===== src/rtl/pam_tx_scheduler.sv =====
// pam_tx_scheduler: arbitrates two symbol-pair sources into whole frames for the framer.
// Frames are FRAME_PAIRS beats long and separated by GAP_CYCLES idle cycles.
// The data path is combinational, so a beat can happen in the very first XFER cycle.
// Contested grants alternate between the sources by default.
// Defining PAM_TX_SCHED_FIXED_PRIO_EN makes every contested grant go to s1 (calibration).
module pam_tx_scheduler #(
    parameter int AD_CVER_WIDTH = 12,
    parameter int FRAME_PAIRS   = 512,
    parameter int GAP_CYCLES    = 16
) (
    input  logic                       clk,
    input  logic                       rst_n,
    input  logic                       enable,
    input  logic [2*AD_CVER_WIDTH-1:0] s0_data,
    input  logic                       s0_valid,
    output logic                       s0_ready,
    input  logic [2*AD_CVER_WIDTH-1:0] s1_data,
    input  logic                       s1_valid,
    output logic                       s1_ready,
    output logic [2*AD_CVER_WIDTH-1:0] m_data,
    output logic                       m_valid,
    input  logic                       m_ready,
    output logic                       grant_src,
    output logic                       busy,
    output logic                       frame_done,
    output logic [15:0]                frame_cnt
);
    localparam int PW = $clog2(FRAME_PAIRS) > 10 ? $clog2(FRAME_PAIRS) : 10;
    localparam logic [PW-1:0] LAST_PAIR = PW'(FRAME_PAIRS - 1);
    localparam logic [7:0] LAST_GAP = 8'(GAP_CYCLES - 1);

    typedef enum logic [1:0] {IDLE, XFER, GAP} state_t;

    state_t        state;
    logic [PW-1:0] pair_cnt;
    logic [7:0]    gap_cnt;
    logic          last_src;
    logic          xfer;
    logic          beat;
    logic          contested;
    logic          pick;

    assign xfer     = state == XFER;
    assign m_valid  = xfer && (grant_src ? s1_valid : s0_valid);
    assign m_data   = xfer ? (grant_src ? s1_data : s0_data) : '0;
    assign s0_ready = xfer && !grant_src && m_ready;
    assign s1_ready = xfer && grant_src && m_ready;
    assign beat     = m_valid && m_ready;
`ifdef PAM_TX_SCHED_FIXED_PRIO_EN
    assign contested = 1'b1;
`else
    assign contested = !last_src;
`endif
    assign pick = (s0_valid && s1_valid) ? contested : s1_valid;

    // Frame sequencing: grant in IDLE, count beats in XFER, hold off requests during GAP
    always_ff @(posedge clk or negedge rst_n) begin
        if (!rst_n) begin
            state      <= IDLE;
            pair_cnt   <= '0;
            gap_cnt    <= '0;
            last_src   <= 1'b1;
            grant_src  <= 1'b0;
            busy       <= 1'b0;
            frame_done <= 1'b0;
            frame_cnt  <= '0;
        end else begin
            frame_done <= 1'b0;
            case (state)
                IDLE: if (enable && (s0_valid || s1_valid)) begin
                    state     <= XFER;
                    grant_src <= pick;
                    last_src  <= pick;
                    busy      <= 1'b1;
                end
                XFER: if (beat) begin
                    if (pair_cnt == LAST_PAIR) begin
                        pair_cnt   <= '0;
                        gap_cnt    <= '0;
                        frame_done <= 1'b1;
                        frame_cnt  <= frame_cnt + 16'd1;
                        state      <= (GAP_CYCLES == 0) ? IDLE : GAP;
                        busy       <= GAP_CYCLES != 0;
                    end else begin
                        pair_cnt <= pair_cnt + 1'b1;
                    end
                end
                GAP: if (gap_cnt == LAST_GAP) begin
                    state <= IDLE;
                    busy  <= 1'b0;
                end else begin
                    gap_cnt <= gap_cnt + 8'd1;
                end
                default: state <= IDLE;
            endcase
        end
    end
endmodule


===== config.mk =====
export PLATFORM = sky130hd
export DESIGN_NAME = pam_tx_scheduler
export DESIGN_NICKNAME = d
export VERILOG_FILES = /design/src/rtl/pam_tx_scheduler.sv
export SDC_FILE = /design/constraint.sdc
export NUM_CORES = 1
export LEC_CHECK = 0
export CAP_MARGIN = 20
export CORE_ASPECT_RATIO = 0.75
export CORE_MARGIN = 2
export CORE_UTILIZATION = 40
export CTS_BUF_LIST = sky130_fd_sc_hd__clkbuf_2 sky130_fd_sc_hd__clkbuf_4 sky130_fd_sc_hd__clkbuf_8
export CTS_CLUSTER_SIZE = 20
export DETAILED_ROUTE_END_ITERATION = 10
export PLACE_DENSITY = 0.75
export SLEW_MARGIN = 40
export SYNTH_ARGS = -nofsm -noshare
export SYNTH_HDL_FRONTEND = slang
export SYNTH_SLANG_ARGS = --single-unit

===== constraint.sdc =====
create_clock -name clk -period 2.8 [get_ports clk]
set_input_delay 0.7 -clock clk [delete_from_list [all_inputs] [get_ports clk]]
set_output_delay 0.7 -clock clk [all_outputs]
set_load 0.02 [all_outputs]

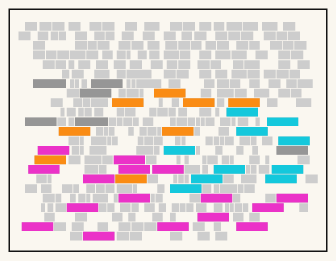
run_1/registers.png
Orange stands for gap_cnt, placed flops 8. Cyan stands for pair_cnt, placed flops 10. Magenta stands for frame_cnt, placed flops 16.

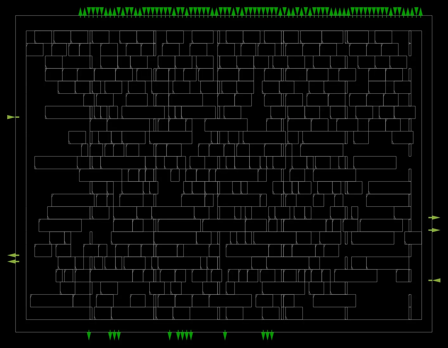
run_1/final_placement.png
number of flip-flops and latches: 40
# rows: 23
filler instances: 458

==> Implementation_results.wiki, run 1 <==
== Run summary ==
{| class="wikitable"
! Metric !! Value
|-
| Run status || finished clean
|-
| Slowest Stage Delay on Critical Path || 0.62 ns
|-
| Post-synthesis cell type with the largest combined area || sky130_fd_sc_hd__dfrtp_1
|-
| Global routing met2 resource utilization || 0.297
|-
| Sequential-to-total area share from yosys stat || 0.451
|-
| Core region area || 0.00535 mm2
|-
| Layout Cell Area excl Fill || 0.00350 mm2
|-
| Pin slew with the least headroom to its limit || 0.498 ns
|-
| Final RePlAce weighted congestion || 0.818
|-
| Top flip-flop cell by instance count after synthesis || sky130_fd_sc_hd__dfrtp_1
|-
| Biggest fanout along the worst timing path || 2
|-
| Lkg Pwr || 1.68 nW
|-
| Routed WL per cell || 15.8 um
|-
| Startpoint of the worst register-to-register path || pair_cnt[0]$_DFFE_PN0P_
|-
| Max FFs per register || 16
|-
| Violation tally from detailed-route iteration zero || 121
|-
| Global-route usage over all layers || 0.200
|-
| Post-synth area from yosys stat || 0.00222 mm2
|-
| Clk ins delay skew pair || 0.29 ns
|-
| Required time of the critical path || 2.10 ns
|-
| CTS hold repair buffers || 0
|-
| Clock group power || 421 uW
|-
| Most numerous cell in the Yosys netlist || sky130_fd_sc_hd__dfrtp_1
|-
| Vertical extent of the die || 68.6 um
|-
| Critical Path End || m_valid
|-
| Number of different library cells in the post-synthesis netlist || 45
|-
| Synthesized Nets || 281
|-
| Cell count listed in synth_stat.txt || 224
|-
| Post-placement worst setup slack || 0.0737 ns
|-
| Met1 layer usage reported by global route || 0.304
|-
| Synth top area cells || sky130_fd_sc_hd__dfrtp_1, sky130_fd_sc_hd__a22o_1, sky130_fd_sc_hd__xor2_1
|-
| Count of clock buffers in the final design || 8
|-
| Flop share of the area || 0.287
|-
| Top layer reached by signal wires || met4
|-
| Switching power of the nets || 1.12 mW
|-
| Top cell types by occurrence after synthesis || sky130_fd_sc_hd__dfrtp_1, sky130_fd_sc_hd__a22o_1, sky130_fd_sc_hd__nand2_1
|-
| Metal2 WL || 3.12 mm
|}
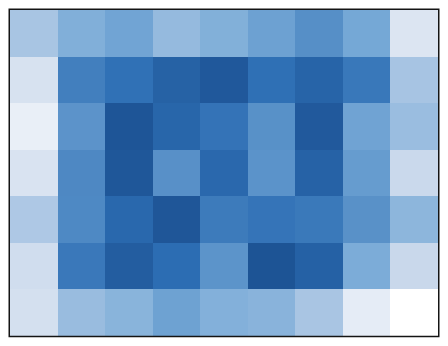
run_1/density.png
The die is cut into 9 by 7 equal tiles; white is low, dark blue is high, 0 to 100% covered.
24% of the tiles are over 75% full. 1.6% of the tiles are nearly empty. The mean over all tiles is 55%. The densest ninth of the die: center. The fullest tile reaches 86%. The emptiest ninth of the die: south-east.

run_1/met2.png
Cells faint in the background.
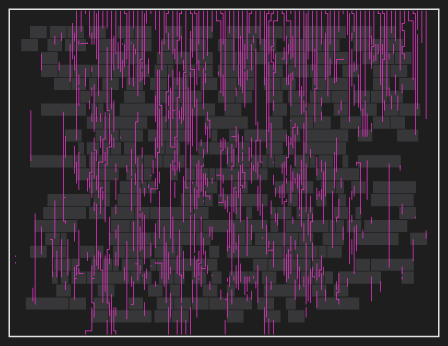

--- run 2 (diff from run 1) ---
--- a/config.mk
+++ b/config.mk
@@ -13,6 +13,7 @@
 export CTS_CLUSTER_SIZE = 20
 export DETAILED_ROUTE_END_ITERATION = 10
 export PLACE_DENSITY = 0.75
+export REMOVE_ABC_BUFFERS = 1
 export SLEW_MARGIN = 40
 export SYNTH_ARGS = -nofsm -noshare
 export SYNTH_HDL_FRONTEND = slang
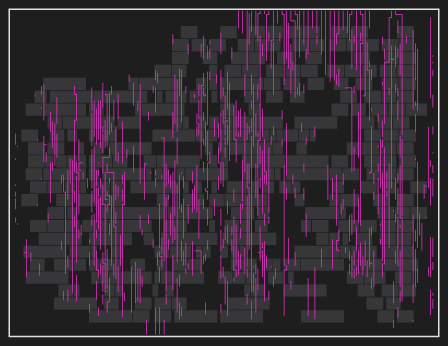
run_2/met2.png
Cells faint in the background.
The layer holds 44% of the routed length. 332 nets have wire on it.

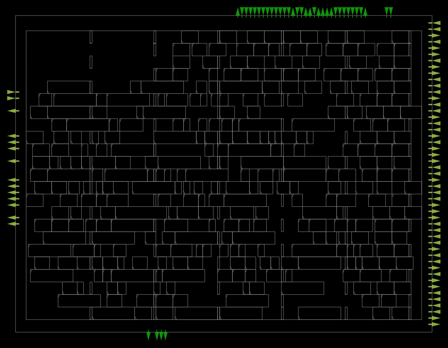
run_2/final_placement.png
Finished Core Util: 0.648
filler instances: 428
Cell Count, Final, Fillers Out: 408
tapcells inserted: 75
flop share of the area: 0.289

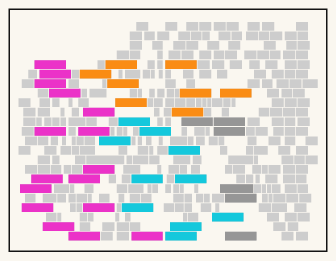
run_2/registers.png
Cyan stands for pair_cnt, placed flops 10. Magenta stands for frame_cnt, placed flops 16. Orange stands for gap_cnt, placed flops 8.
Another 6 sequential cells are not colored.

==> Implementation_results.wiki, run 2 <==
== Run summary ==
{| class="wikitable"
! Metric !! Value
|-
| IO buf count || 99
|-
| Biggest fanout along the worst timing path || 25
|-
| Post-synthesis cell type with the largest combined area || sky130_fd_sc_hd__dfrtp_1
|-
| Max FFs per register || 16
|-
| Number of flip-flops and latches || 40
|-
| Top flip-flop cell by instance count after synthesis || sky130_fd_sc_hd__dfrtp_1
|-
| Total combinational power || 1.58 mW
|-
| Post-CTS setup-driven buffer insertion count || 0
|-
| Cell area power density || 826 mW/mm2
|-
| Fraction of the core area occupied by cells at floorplan || 0.416
|-
| Routed WL per cell || 15.2 um
|-
| Antenna-violating nets left || 0
|-
| Final RePlAce weighted congestion || 0.810
|-
| Final critical path time including I/O delays and setup || 2.68 ns
|-
| Run status || finished clean
|-
| Clock group power || 469 uW
|-
| Most numerous cell in the Yosys netlist || sky130_fd_sc_hd__dfrtp_1
|-
| Slowest Stage Delay on Critical Path || 0.61 ns
|-
| Largest delay contributor family on the critical path || buffers and inverters
|-
| Switching power of the nets || 1.10 mW
|-
| # rows || 23
|-
| Sequential-to-total area share from yosys stat || 0.451
|-
| Top layer reached by signal wires || met4
|-
| Min Hold Slack || 0.374 ns
|-
| Core region area || 0.00535 mm2
|-
| Number of different library cells in the post-synthesis netlist || 45
|-
| CTS hold repair buffers || 0
|-
| Synth top area cells || sky130_fd_sc_hd__dfrtp_1, sky130_fd_sc_hd__a22o_1, sky130_fd_sc_hd__xor2_1
|-
| Cell count listed in synth_stat.txt || 224
|-
| Met3 track utilization from global routing || 0.0500
|-
| Layout Cell Area excl Fill || 0.00347 mm2
|-
| Total negative slack || 0 ns
|-
| Vertical extent of the die || 68.6 um
|-
| Number of sinks driven by the clock tree || 40
|-
| Violation tally from detailed-route iteration zero || 114
|-
| Critical Path End || m_data[10]
|-
| Met1 layer usage reported by global route || 0.274
|-
| Startpoint of the worst register-to-register path || pair_cnt[0]$_DFFE_PN0P_
|-
| Count of clock buffers in the final design || 6
|-
| Post-placement worst setup slack || 0.0533 ns
|-
| Pin slew with the least headroom to its limit || 0.525 ns
|-
| Global routing met2 resource utilization || 0.311
|-
| Clk ins delay skew pair || 0.29 ns
|-
| Required time of the critical path || 2.10 ns
|-
| Metal2 WL || 2.74 mm
|-
| Top cell types by occurrence after synthesis || sky130_fd_sc_hd__dfrtp_1, sky130_fd_sc_hd__a22o_1, sky130_fd_sc_hd__nand2_1
|-
| Global-route wire length before repair || 9.77 mm
|-
| Global-route usage over all layers || 0.196
|-
| Post-synth area from yosys stat || 0.00222 mm2
|-
| Lkg Pwr || 1.53 nW
|}
Power and IR drop assume default switching activity.
